$ cat src/rtl/regbank_sb.sv
// rtl/regbank_sb.sv - parametrised register bank with hard-wired x0 and pending-write scoreboard
// Optional write-through forwarding on the read ports: define REGBANK_BYPASS_EN.
module regbank_sb #(
  parameter int DATA_W = 64,
  parameter int ADDR_W = 5,
  parameter int NUM_RD = 2
) (
  input  logic                       clk,
  input  logic                       reset,
  input  logic [NUM_RD*ADDR_W-1:0]   raddr,
  output logic [NUM_RD*DATA_W-1:0]   rdata,
  output logic [NUM_RD-1:0]          rbusy,
  input  logic                       regwrite,
  input  logic [ADDR_W-1:0]          waddr,
  input  logic [DATA_W-1:0]          datain,
  input  logic                       issue_valid,
  input  logic [ADDR_W-1:0]          issue_addr,
  input  logic                       flush,
  output logic [ADDR_W:0]            busy_count
);

  localparam int NREG = 1 << ADDR_W;

  // x0 has no storage at all; reads of address 0 are forced to zero below.
  logic [DATA_W-1:0] bank [1:NREG-1];
  logic [NREG-1:0]   busy;
  logic [NREG-1:0]   busy_next;
  logic              wr_en;
  logic              iss_en;

  assign wr_en  = regwrite && (waddr != '0);
  assign iss_en = issue_valid && (issue_addr != '0);

  always_ff @(posedge clk or posedge reset) begin
    if (reset) begin
      for (int r = 1; r < NREG; r++) begin
        bank[r] <= '0;
      end
    end else begin
      for (int r = 1; r < NREG; r++) begin
        if (wr_en && (waddr == ADDR_W'(r))) begin
          bank[r] <= datain;
        end
      end
    end
  end

  // Issue is applied after the writeback clear so a newer producer stays pending.
  always_comb begin
    busy_next = busy;
    if (flush) begin
      busy_next = '0;
    end else begin
      if (wr_en) begin
        busy_next[waddr] = 1'b0;
      end
      if (iss_en) begin
        busy_next[issue_addr] = 1'b1;
      end
    end
    busy_next[0] = 1'b0;
  end

  always_ff @(posedge clk or posedge reset) begin
    if (reset) begin
      busy <= '0;
    end else begin
      busy <= busy_next;
    end
  end

  always_comb begin
    busy_count = '0;
    for (int r = 1; r < NREG; r++) begin
      busy_count = busy_count + (ADDR_W+1)'(busy[r]);
    end
  end

  for (genvar i = 0; i < NUM_RD; i++) begin : g_rd
    logic [ADDR_W-1:0] ra;
    logic [DATA_W-1:0] rd;
    logic              rb;

    assign ra = raddr[i*ADDR_W +: ADDR_W];

    always_comb begin
      rd = '0;
      rb = 1'b0;
      if (ra != '0) begin
        rd = bank[ra];
        rb = busy[ra];
      end
`ifdef REGBANK_BYPASS_EN
      if (wr_en && (ra == waddr)) begin
        rd = datain;
        rb = 1'b0;
      end
`endif
    end

    assign rdata[i*DATA_W +: DATA_W] = rd;
    assign rbusy[i]                  = rb;
  end

endmodule

$ cat config.mk
export PLATFORM = sky130hd
export DESIGN_NAME = regbank_sb
export DESIGN_NICKNAME = d
export VERILOG_FILES = /design/src/rtl/regbank_sb.sv
export SDC_FILE = /design/constraint.sdc
export NUM_CORES = 2
export LEC_CHECK = 0
export CAP_MARGIN = 0
export CORE_MARGIN = 2
export CORE_UTILIZATION = 40
export DETAILED_ROUTE_END_ITERATION = 10
export HOLD_SLACK_MARGIN = 0.05
export RECOVER_POWER = 50
export SLEW_MARGIN = 20
export SYNTH_ARGS = -nofsm -noshare
export SYNTH_HDL_FRONTEND = slang
export SYNTH_SLANG_ARGS = --single-unit
$ cat constraint.sdc
create_clock -name clk -period 87.6 [get_ports clk]
set_input_delay 13.14 -clock clk [delete_from_list [all_inputs] [get_ports clk]]
set_output_delay 13.14 -clock clk [all_outputs]
set_load 0.02 [all_outputs]
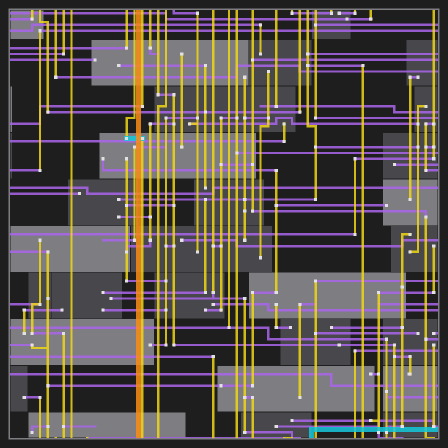
**Above:** close-up of the layout.
Region (119, 382) to (144, 407) um. Cells in gray, sequential cells in the stronger gray; small squares are vias.
Key: orange = M4; cyan = M3; yellow = M2; purple = M1
Most frequent: mux2_2 (8), dfrtp_1 (7). Netlist names of flops here include bank (7). Sequential cells in the window: 7. 21 logic cells have their middle in the window.

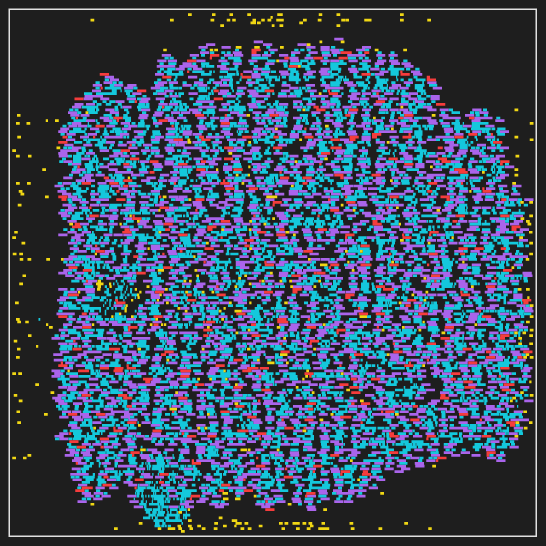
**Above:** placed cells, one color a class.
(1 px per um)
Key: yellow = remaining buffers and delay cells [cells 388]; cyan = remaining logic cells [cells 4674]; purple = sequential cells [cells 2015]; red = clock drivers and dummy loads [cells 418]
area of the core: 270800 sq um
Core Util, Final: 44.48%
proportion of cell area occupied by registers: 41.87%
area of all placed cells without fillers: 120400 sq um

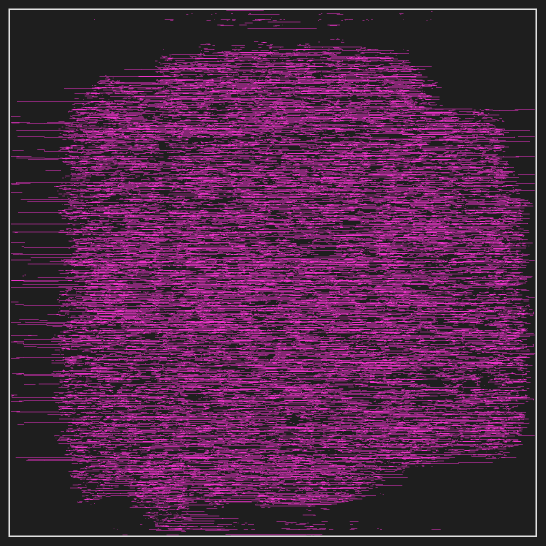
**Above:** signal wires on met1.
(1 px per um)
The wires run mostly horizontal. The layer carries 155 mm of wire.

==> impl_metrics.env <==
# implementation run metrics
export IMPL_area_growth_pct=10.69
export IMPL_placedCellCount=10646
export IMPL_grt_met1_usage_pct=36.49
export IMPL_syn_cell_area_sq_um=108800
export IMPL_place_worst_setup_slack_ps=55300
export IMPL_run_status="complete, but fails checks"
export IMPL_grt_pass1_wl_um=537500
export IMPL_detailedRoute_firstPassIterationCount=6
export IMPL_top_area_cell_class="multi-input combinational cells"
export IMPL_pwr_group_clock_mw=0.969
export IMPL_drv_max_cap_violation_count=57
export IMPL_worst_setup_hold_path_clk_slew_ps=60
export IMPL_final_max_slew_viol_count=2313
export IMPL_n_fill_cell=23998
export IMPL_achievable_frequency_mhz=31.03
export IMPL_pg_comb_mw=0.581
export IMPL_postCtsSetupBuffers=0
export IMPL_cell_count_in_the_yosys_report=7513
export IMPL_fin_ws_ps=55370
export IMPL_drt_met1_wl_um=154800
export IMPL_violations_in_the_final_reports="max-capacitance violations, max-slew violations"
export IMPL_max_slew_margin_pct=-499.0
export IMPL_r2r_end="busy[3]"
export IMPL_final_antenna_net_count=0
export IMPL_unrepaired_setup_endpoints_after_global_routing="no"
